**Run 1: clock network drawn from the DEF**

Bar = 50 um.
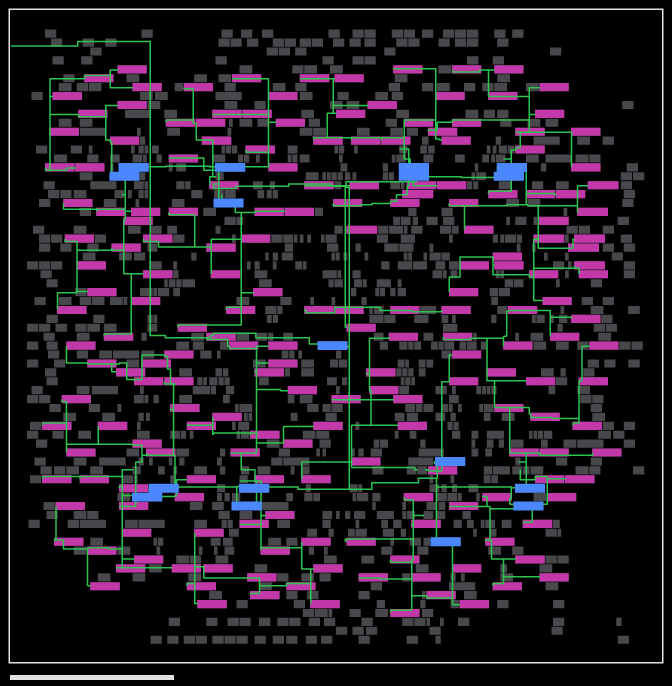
**Run 1: floorplan with the power grid**

Pins as bars on the die edge. Tap cells in grey.
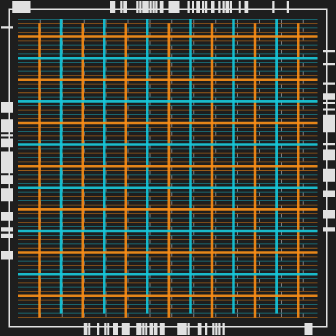
**Run 1: placed cells, one colour a class**

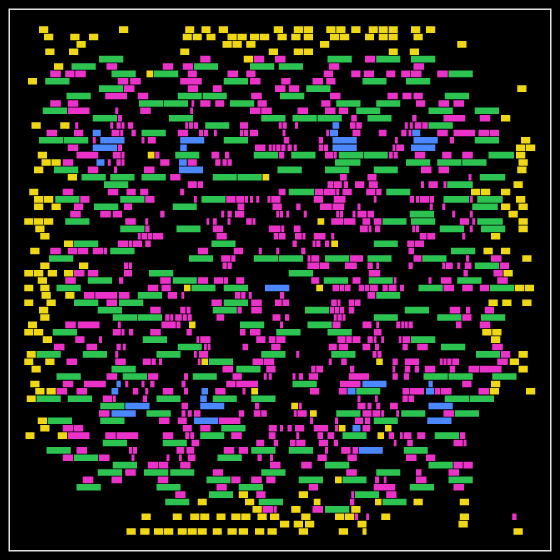
**Run 1: metal layers overlaid**

Bar = 50 um.
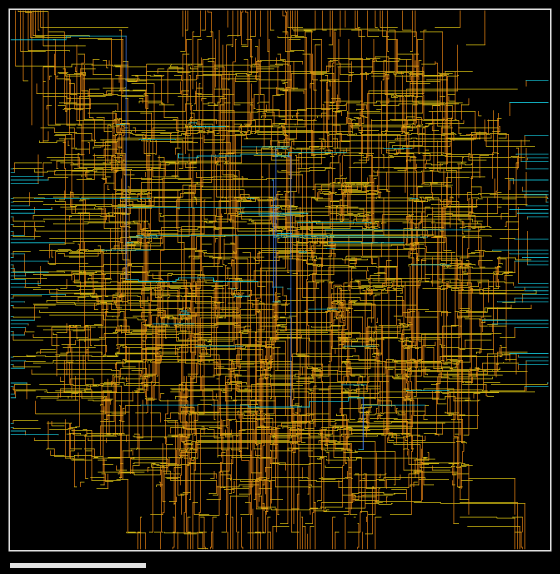
===== src/rtl/stat_display_reader_if.sv =====
// Bus bundle for stat_display_reader: counter inputs, halt/capture controls
// and the multiplexed seven-segment outputs. The DUT uses the slave modport.
interface stat_display_reader_if;
  logic        halt;
  logic        capture;
  logic [31:0] total;
  logic [31:0] conditional;
  logic [31:0] unconditional;
  logic [31:0] conditional_success;
  logic [1:0]  sel;
  logic [7:0]  seg;
  logic [7:0]  an;
  logic [31:0] shown;
  logic [1:0]  cur_sel;
  logic        snap_valid;

  modport master (
    output halt, capture, total, conditional, unconditional, conditional_success, sel,
    input  seg, an, shown, cur_sel, snap_valid
  );

  modport slave (
    input  halt, capture, total, conditional, unconditional, conditional_success, sel,
    output seg, an, shown, cur_sel, snap_valid
  );
endinterface


===== src/rtl/stat_display_reader.sv =====
// stat_display_reader: scans one of four 32-bit statistics counters onto an
// 8-digit multiplexed seven-segment display. A halt rising edge or a capture
// pulse freezes all four counters into a snapshot shown with the leftmost dp lit.
// The displayed value and counter index only change at frame boundaries.
// Optional feature macro: STAT_DISPLAY_AUTOROTATE_EN (cycle through counters
// automatically, ignoring sel).
module stat_display_reader #(
  parameter int SCAN_DIV      = 50000,
  parameter int ROTATE_FRAMES = 1024
) (
  input logic                  clk,
  input logic                  rst,
  stat_display_reader_if.slave bus
);

  localparam int DW = $clog2(SCAN_DIV);
  localparam logic [DW-1:0] DIV_LAST = DW'(SCAN_DIV - 1);

  // Reject parameter values the scan and rotate logic cannot support.
  if (SCAN_DIV < 2 || ROTATE_FRAMES < 1) begin : g_paramCheck
    $error("stat_display_reader: SCAN_DIV must be >= 2 and ROTATE_FRAMES >= 1");
  end

  // Active-low gfedcba hex font.
  function automatic logic [6:0] hexGlyph(input logic [3:0] n);
    case (n)
      4'h0: hexGlyph = 7'b1000000;
      4'h1: hexGlyph = 7'b1111001;
      4'h2: hexGlyph = 7'b0100100;
      4'h3: hexGlyph = 7'b0110000;
      4'h4: hexGlyph = 7'b0011001;
      4'h5: hexGlyph = 7'b0010010;
      4'h6: hexGlyph = 7'b0000010;
      4'h7: hexGlyph = 7'b1111000;
      4'h8: hexGlyph = 7'b0000000;
      4'h9: hexGlyph = 7'b0010000;
      4'hA: hexGlyph = 7'b0001000;
      4'hB: hexGlyph = 7'b0000011;
      4'hC: hexGlyph = 7'b1000110;
      4'hD: hexGlyph = 7'b0100001;
      4'hE: hexGlyph = 7'b0000110;
      default: hexGlyph = 7'b0001110;
    endcase
  endfunction

  logic [DW-1:0] r_div;
  logic [2:0]    r_idx;
  logic          r_haltD;
  logic [31:0]   r_snap [4];
  logic          r_snapValid;
  logic [31:0]   r_shown;
  logic [1:0]    r_curSel;
  logic [7:0]    r_an;
  logic [7:0]    r_seg;

  logic        w_tc;
  logic        w_frame;
  logic [2:0]  w_idxNext;
  logic        w_trig;
  logic        w_snapValidNext;
  logic [1:0]  w_selNext;
  logic [31:0] w_shownNext;
  logic [3:0]  w_nibble;
  logic        w_dpNext;

`ifdef STAT_DISPLAY_AUTOROTATE_EN
  localparam int RW = (ROTATE_FRAMES > 1) ? $clog2(ROTATE_FRAMES) : 1;
  localparam logic [RW-1:0] ROT_LAST = RW'(ROTATE_FRAMES - 1);

  logic [RW-1:0] r_rot;
  logic          w_rotLast;

  // Count completed frames so the counter index steps once per ROTATE_FRAMES frames.
  always_ff @(posedge clk or posedge rst) begin
    if (rst) begin
      r_rot <= '0;
    end else if (w_frame) begin
      r_rot <= w_rotLast ? '0 : r_rot + 1'b1;
    end
  end

  // Autorotate index selection: sel is ignored.
  always_comb begin
    w_rotLast = (r_rot == ROT_LAST);
    w_selNext = r_curSel;
    if (w_frame && w_rotLast) begin
      w_selNext = r_curSel + 2'd1;
    end
  end
`else
  // Manual index selection: sel is sampled only at the frame boundary.
  always_comb begin
    w_selNext = w_frame ? bus.sel : r_curSel;
  end
`endif

  // Next-state decode for scan position, snapshot control and displayed value.
  always_comb begin
    w_tc      = (r_div == DIV_LAST);
    w_frame   = w_tc && (r_idx == 3'd7);
    w_idxNext = w_tc ? r_idx + 3'd1 : r_idx;
    w_trig    = (bus.halt && !r_haltD) || bus.capture;

    w_snapValidNext = r_snapValid;
    if (w_trig) begin
      w_snapValidNext = 1'b1;
    end else if (!bus.halt && r_haltD) begin
      w_snapValidNext = 1'b0;
    end

    w_shownNext = r_shown;
    if (w_frame) begin
      if (r_snapValid) begin
        w_shownNext = r_snap[w_selNext];
      end else begin
        case (w_selNext)
          2'd0:    w_shownNext = bus.total;
          2'd1:    w_shownNext = bus.conditional;
          2'd2:    w_shownNext = bus.unconditional;
          default: w_shownNext = bus.conditional_success;
        endcase
      end
    end

    w_nibble = w_shownNext[{w_idxNext, 2'b00} +: 4];
    w_dpNext = ~((w_idxNext == 3'd7) && w_snapValidNext);
  end

  // Main state: divider, digit index, snapshot, frame-held value and registered drive.
  always_ff @(posedge clk or posedge rst) begin
    if (rst) begin
      r_div       <= '0;
      r_idx       <= 3'd0;
      r_haltD     <= 1'b0;
      for (int i = 0; i < 4; i++) begin
        r_snap[i] <= 32'd0;
      end
      r_snapValid <= 1'b0;
      r_shown     <= 32'd0;
      r_curSel    <= 2'd0;
      r_an        <= 8'b1111_1110;
      r_seg       <= 8'b1100_0000;
    end else begin
      r_div   <= w_tc ? '0 : r_div + 1'b1;
      r_idx   <= w_idxNext;
      r_haltD <= bus.halt;
      if (w_trig) begin
        r_snap[0] <= bus.total;
        r_snap[1] <= bus.conditional;
        r_snap[2] <= bus.unconditional;
        r_snap[3] <= bus.conditional_success;
      end
      r_snapValid <= w_snapValidNext;
      r_shown     <= w_shownNext;
      r_curSel    <= w_selNext;
      r_an        <= ~(8'b0000_0001 << w_idxNext);
      r_seg       <= {w_dpNext, hexGlyph(w_nibble)};
    end
  end

  assign bus.seg        = r_seg;
  assign bus.an         = r_an;
  assign bus.shown      = r_shown;
  assign bus.cur_sel    = r_curSel;
  assign bus.snap_valid = r_snapValid;

endmodule


===== src/flat_wrapper.sv =====
// flat-port wrapper written by rule: the top's interface ports become plain ports
module stat_display_reader_flat 
#(
  parameter int SCAN_DIV      = 50000,
  parameter int ROTATE_FRAMES = 1024
)
  (clk, rst, bus_halt, bus_capture, bus_total, bus_conditional, bus_unconditional, bus_conditional_success, bus_sel, bus_seg, bus_an, bus_shown, bus_cur_sel, bus_snap_valid);
  stat_display_reader_if bus_i ();
  input logic clk;
  input logic rst;
  input wire logic [$bits(bus_i.halt)-1:0] bus_halt;
  input wire logic [$bits(bus_i.capture)-1:0] bus_capture;
  input wire logic [$bits(bus_i.total)-1:0] bus_total;
  input wire logic [$bits(bus_i.conditional)-1:0] bus_conditional;
  input wire logic [$bits(bus_i.unconditional)-1:0] bus_unconditional;
  input wire logic [$bits(bus_i.conditional_success)-1:0] bus_conditional_success;
  input wire logic [$bits(bus_i.sel)-1:0] bus_sel;
  output wire logic [$bits(bus_i.seg)-1:0] bus_seg;
  output wire logic [$bits(bus_i.an)-1:0] bus_an;
  output wire logic [$bits(bus_i.shown)-1:0] bus_shown;
  output wire logic [$bits(bus_i.cur_sel)-1:0] bus_cur_sel;
  output wire logic [$bits(bus_i.snap_valid)-1:0] bus_snap_valid;
  assign bus_i.halt = bus_halt;
  assign bus_i.capture = bus_capture;
  assign bus_i.total = bus_total;
  assign bus_i.conditional = bus_conditional;
  assign bus_i.unconditional = bus_unconditional;
  assign bus_i.conditional_success = bus_conditional_success;
  assign bus_i.sel = bus_sel;
  assign bus_seg = bus_i.seg;
  assign bus_an = bus_i.an;
  assign bus_shown = bus_i.shown;
  assign bus_cur_sel = bus_i.cur_sel;
  assign bus_snap_valid = bus_i.snap_valid;
  stat_display_reader #(.SCAN_DIV(SCAN_DIV), .ROTATE_FRAMES(ROTATE_FRAMES)) u_core (.clk(clk), .rst(rst), .bus(bus_i));
endmodule

===== config.mk =====
export PLATFORM = sky130hd
export DESIGN_NAME = stat_display_reader_flat
export DESIGN_NICKNAME = d
export VERILOG_FILES = /design/src/rtl/stat_display_reader_if.sv /design/src/rtl/stat_display_reader.sv /design/src/flat_wrapper.sv
export SDC_FILE = /design/constraint.sdc
export NUM_CORES = 1
export LEC_CHECK = 0
export ABC_CLOCK_PERIOD_IN_PS = 7900
export CAP_MARGIN = 25
export CORE_MARGIN = 5
export CORE_UTILIZATION = 29
export CTS_BUF_LIST = sky130_fd_sc_hd__clkbuf_16
export CTS_CLUSTER_SIZE = 16
export DETAILED_ROUTE_END_ITERATION = 16
export PLACE_DENSITY_LB_ADDON = 0.05
export RECOVER_POWER = 25
export SLEW_MARGIN = 25
export SYNTH_ARGS = -nofsm -noshare
export SYNTH_HDL_FRONTEND = slang
export SYNTH_SLANG_ARGS = --single-unit

===== constraint.sdc =====
create_clock -name clk -period 7.9 [get_ports clk]
set_input_delay 1.185 -clock clk [delete_from_list [all_inputs] [get_ports clk]]
set_output_delay 1.185 -clock clk [all_outputs]
set_load 0.05 [all_outputs]

==> flow_metrics.env, run 1 <==
# implementation run metrics
export IMPL_fp_dieH_um=199
export IMPL_synthTopCellsByCount="190 x dfrtp_1, 137 x mux2_2, 82 x mux2i_1"
export IMPL_status="complete, but fails checks"
export IMPL_critPathLaunch="u_core.r_div[5]"
export IMPL_yosys_stat_area_um2=10400
export IMPL_min_period_over_period_pct=71.9
export IMPL_n_all_inverters=21
export IMPL_dieArea_um2=39600
export IMPL_simple_gate_share_pct=11.1
export IMPL_fp_nets=1038
export IMPL_max_cap_viol_count=3
export IMPL_layout_top_cells="190 x dfrtp_1, 180 x clkdlybuf4s50_1, 137 x mux2_2"
export IMPL_routabilityCongestion=0.794
export IMPL_max_clock_freq_mhz=176
export IMPL_die_w_um=199
export IMPL_ys_flop_type="dfrtp_1"
export IMPL_drt_wirelength_per_cell_um=23.9
export IMPL_clkCellAreaFrac_pct=4.11
export IMPL_buf_share_pct=14.9
export IMPL_ys_sh_xor_pct=1.10
export IMPL_violations="capacitance limit, slew limit"
export IMPL_pg_comb_mw=0.318
export IMPL_cts_resized=0
export IMPL_tool_warnings=31
export IMPL_dp_hpwl_um=26500
export IMPL_yosysTopAreaCell="dfrtp_1"
export IMPL_whs_endpoint="u_core.r_snap[87]"
export IMPL_wl_met3_um=1550
export IMPL_place_inst=1502
export IMPL_drt_iter0_drc=420
export IMPL_ff_count=199
export IMPL_critical_path_top_delay_family="simple AND/OR/NAND/NOR gates"
export IMPL_powerDensity_nw_per_um2=174
export IMPL_drt_met1_wl_um=17200
export IMPL_power_total_mw=2.29
export IMPL_hold_violations=0
export IMPL_cts_made_buffers=17
export IMPL_grt_pass1_wl_um=55100
export IMPL_drv_slew=126
export IMPL_clockBufferDepth=2
export IMPL_synth_cells=895
export IMPL_power_leakage_nw=5.50
export IMPL_worstHoldPathCells=2
export IMPL_slowest_stage="nor4_1"
export IMPL_fillers=3532
export IMPL_sh_comb_area_pct=38.2
export IMPL_routed_wirelength_um=36600
export IMPL_worst_setup_path_start_kind="flip-flop"
export IMPL_met1_usage_pct=26.4
export IMPL_synth_most_common_cell="dfrtp_1"
export IMPL_syn_avg_cell_area_um2=11.6
export IMPL_crit_end="u_core.bus.seg[0]"
export IMPL_grt_max_degree=91
Notes on 'clock network drawn from the DEF' above:
magenta -> flip-flops  # count 199
green -> clock wires  # length 3,050 um
blue -> clock-net drivers  # count 17
flops lie = all over the die
routed clock nets = 18
clock network fraction of total power: 37.3%
power in the clock group: 0.855 mW
clk_skew: 0.0134 ns
Clk Latency, worst-skew pair: 0.45 ns

Notes on 'floorplan with the power grid' above:
cyan -> VDD
orange -> VSS
signal pins = 185
met4 straps = 13
met5 straps = 13
met1 rails = 70

Notes on 'placed cells, one colour a class' above:
green -> registers  # cells 199, share of their area 40%
yellow -> remaining buffers and delay cells  # cells 202, share of their area 16%
blue -> clock drivers and dummy loads  # cells 32, share of their area 4.3%
magenta -> remaining logic cells  # cells 640, share of their area 41%
post-layout util: 37.3%
FP Rows: 69
sequential share of cell area: 37.8%
core area: 35,400 um2

Notes on 'metal layers overlaid' above:
orange -> M2  # wire length 17,600 um
cyan -> M3  # wire length 1,550 um
yellow -> M1  # wire length 17,200 um
blue -> M4  # wire length 298 um

==> inputs of run 2 (changes only) <==
--- a/config.mk
+++ b/config.mk
@@ -5,7 +5,7 @@
 export SDC_FILE = /design/constraint.sdc
 export NUM_CORES = 1
 export LEC_CHECK = 0
-export ABC_CLOCK_PERIOD_IN_PS = 7900
+export ABC_CLOCK_PERIOD_IN_PS = 5300
 export CAP_MARGIN = 25
 export CORE_MARGIN = 5
 export CORE_UTILIZATION = 29
==> constraint.sdc (replaced) <==
create_clock -name clk -period 5.3 [get_ports clk]
set_input_delay 0.795 -clock clk [delete_from_list [all_inputs] [get_ports clk]]
set_output_delay 0.795 -clock clk [all_outputs]
set_load 0.05 [all_outputs]
**Run 2: floorplan with the power grid**

Pins as bars on the die edge. Tap cells in grey.
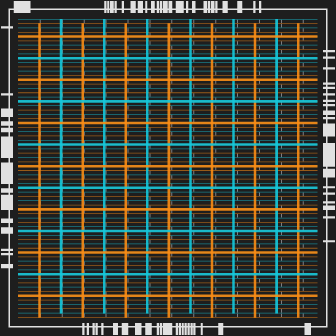
cyan -> VDD
orange -> VSS
signal pins = 185
met4 straps = 13
rows = 69
tap cells = 461

**Run 2: routing congestion map**

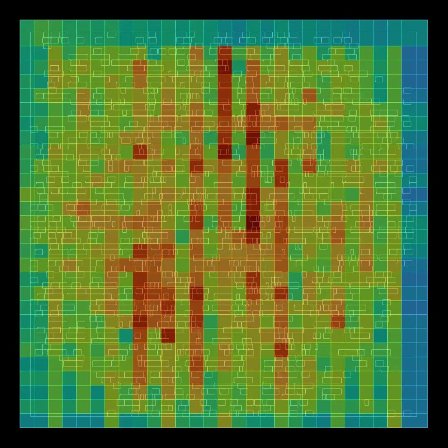
GR Util met2: 29.6%
GR peak layer: met2

==> run 2 against run 1 <==
Net effect:
- sequential share of layout area decreased by 0.58 points
- the flow still finishes with violations (capacitance limit, slew limit)
- total power increased by 52%
- count of clock-buffer cells in the layout unchanged
- maximum frequency increased by 16%
- setup slack got worse by 1.8 ns
- final cell count increased by 0.98%
- hold slack improved by 0.0052 ns
- clock skew decreased by 0.0069 ns
- wire length increased by 1.4%
- core utilization increased by 0.58 points
- flip-flop count unchanged
- largest power group unchanged
==> flow_metrics.env, run 2 <==
# implementation run metrics
export IMPL_routabilityCongestion=0.815
export IMPL_clk_latency_ns=0.45
export IMPL_slowest_stage="or4b_1"
export IMPL_met2WireLength_um=17100
export IMPL_max_clock_freq_mhz=204
export IMPL_fp_nets=1038
export IMPL_taps=461
export IMPL_grt_pass1_wl_um=55900
export IMPL_whs_endpoint="u_core.r_snap[34]"
export IMPL_largest_register_ffs=128
export IMPL_seq_share_pct=37.2
export IMPL_final_cell_area_um2=13400
export IMPL_hold_violations=0
export IMPL_wl_met3_um=1560
export IMPL_combPwrFrac_pct=13.7
export IMPL_enable_flop_cells=0
export IMPL_slowest_delay_ns=0.71
export IMPL_coreArea_um2=35400
export IMPL_fin_skew_ns=0.00655
export IMPL_dp_hpwl_um=27200
export IMPL_crit_end="u_core.bus.seg[4]"
export IMPL_drt_pass1_iterations=4
export IMPL_fillers=3574
export IMPL_critical_path_top_delay_family="AND-OR/OR-AND gates"
export IMPL_sh_comb_area_pct=37.8
export IMPL_worst_setup_path_start_kind="flip-flop"
export IMPL_simple_gate_share_pct=11.1
export IMPL_violations="capacitance limit, slew limit"
export IMPL_drv_slew=181
export IMPL_syn_avg_cell_area_um2=11.6
export IMPL_cts_setup_buffers=0
export IMPL_dieArea_um2=39600
export IMPL_rows=69
export IMPL_layout_top_cells="190 x dfrtp_1, 180 x clkdlybuf4s50_1, 137 x mux2_2"
export IMPL_synthTopCellsByCount="190 x dfrtp_1, 137 x mux2_2, 82 x mux2i_1"
export IMPL_drt_iter0_drc=435
export IMPL_pwr_group_clock_mw=1.33
export IMPL_comb_cells=619
export IMPL_place_inst=1515
export IMPL_buf_share_pct=15.8
export IMPL_cts_resized=0
export IMPL_worstHoldPathCells=2
export IMPL_power_leakage_nw=5.62
export IMPL_top_register="u_core.r_snap"
export IMPL_met1_usage_pct=27.4
export IMPL_max_cap_viol_count=4
export IMPL_clkCellAreaFrac_pct=4.30
export IMPL_fin_nets=1218
export IMPL_die_w_um=199
export IMPL_drt_met1_wl_um=17900
export IMPL_fin_util_pct=37.9
export IMPL_ys_sh_xor_pct=1.10
export IMPL_min_period_over_period_pct=92.7
export IMPL_yosys_stat_area_um2=10400
export IMPL_status="complete, but fails checks"
export IMPL_pg_comb_mw=0.476
export IMPL_ctsHoldBuffers=0
export IMPL_seq_area_frac_synth_pct=48.2
export IMPL_routed_wirelength_um=37100
export IMPL_critPathLaunch="u_core.r_div[11]"
export IMPL_setup_viol=0
export IMPL_cp_arrival_ns=5.26
export IMPL_lay_top_count="dfrtp_1"
export IMPL_ys_flop_type="dfrtp_1"
export IMPL_tool_warnings=33
export IMPL_cts_made_buffers=17
export IMPL_power_total_mw=3.48
export IMPL_clockBufferDepth=2
export IMPL_clkPwrFrac_pct=38.2
export IMPL_synth_cells=895
export IMPL_yosysWarnings=0
export IMPL_grt_max_degree=132
export IMPL_drt_wirelength_per_cell_um=24.0
export IMPL_yosysTopAreaCell="dfrtp_1"
export IMPL_n_all_inverters=21
export IMPL_synth_most_common_cell="dfrtp_1"
export IMPL_powerDensity_nw_per_um2=259
export IMPL_regToRegSetupSlack_ns=0.39
**Run 2: clock network drawn from the DEF**

Bar = 50 um.
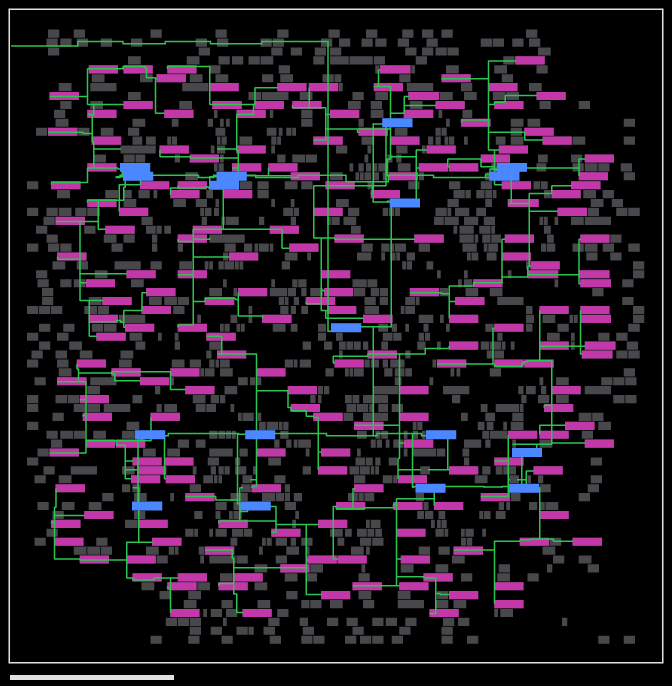
magenta -> flip-flops  # count 199
blue -> clock-net drivers  # count 17
green -> clock wires  # length 2,950 um
routed clock nets = 18

No activity file was given, so power comes from the tool's default toggle rates.
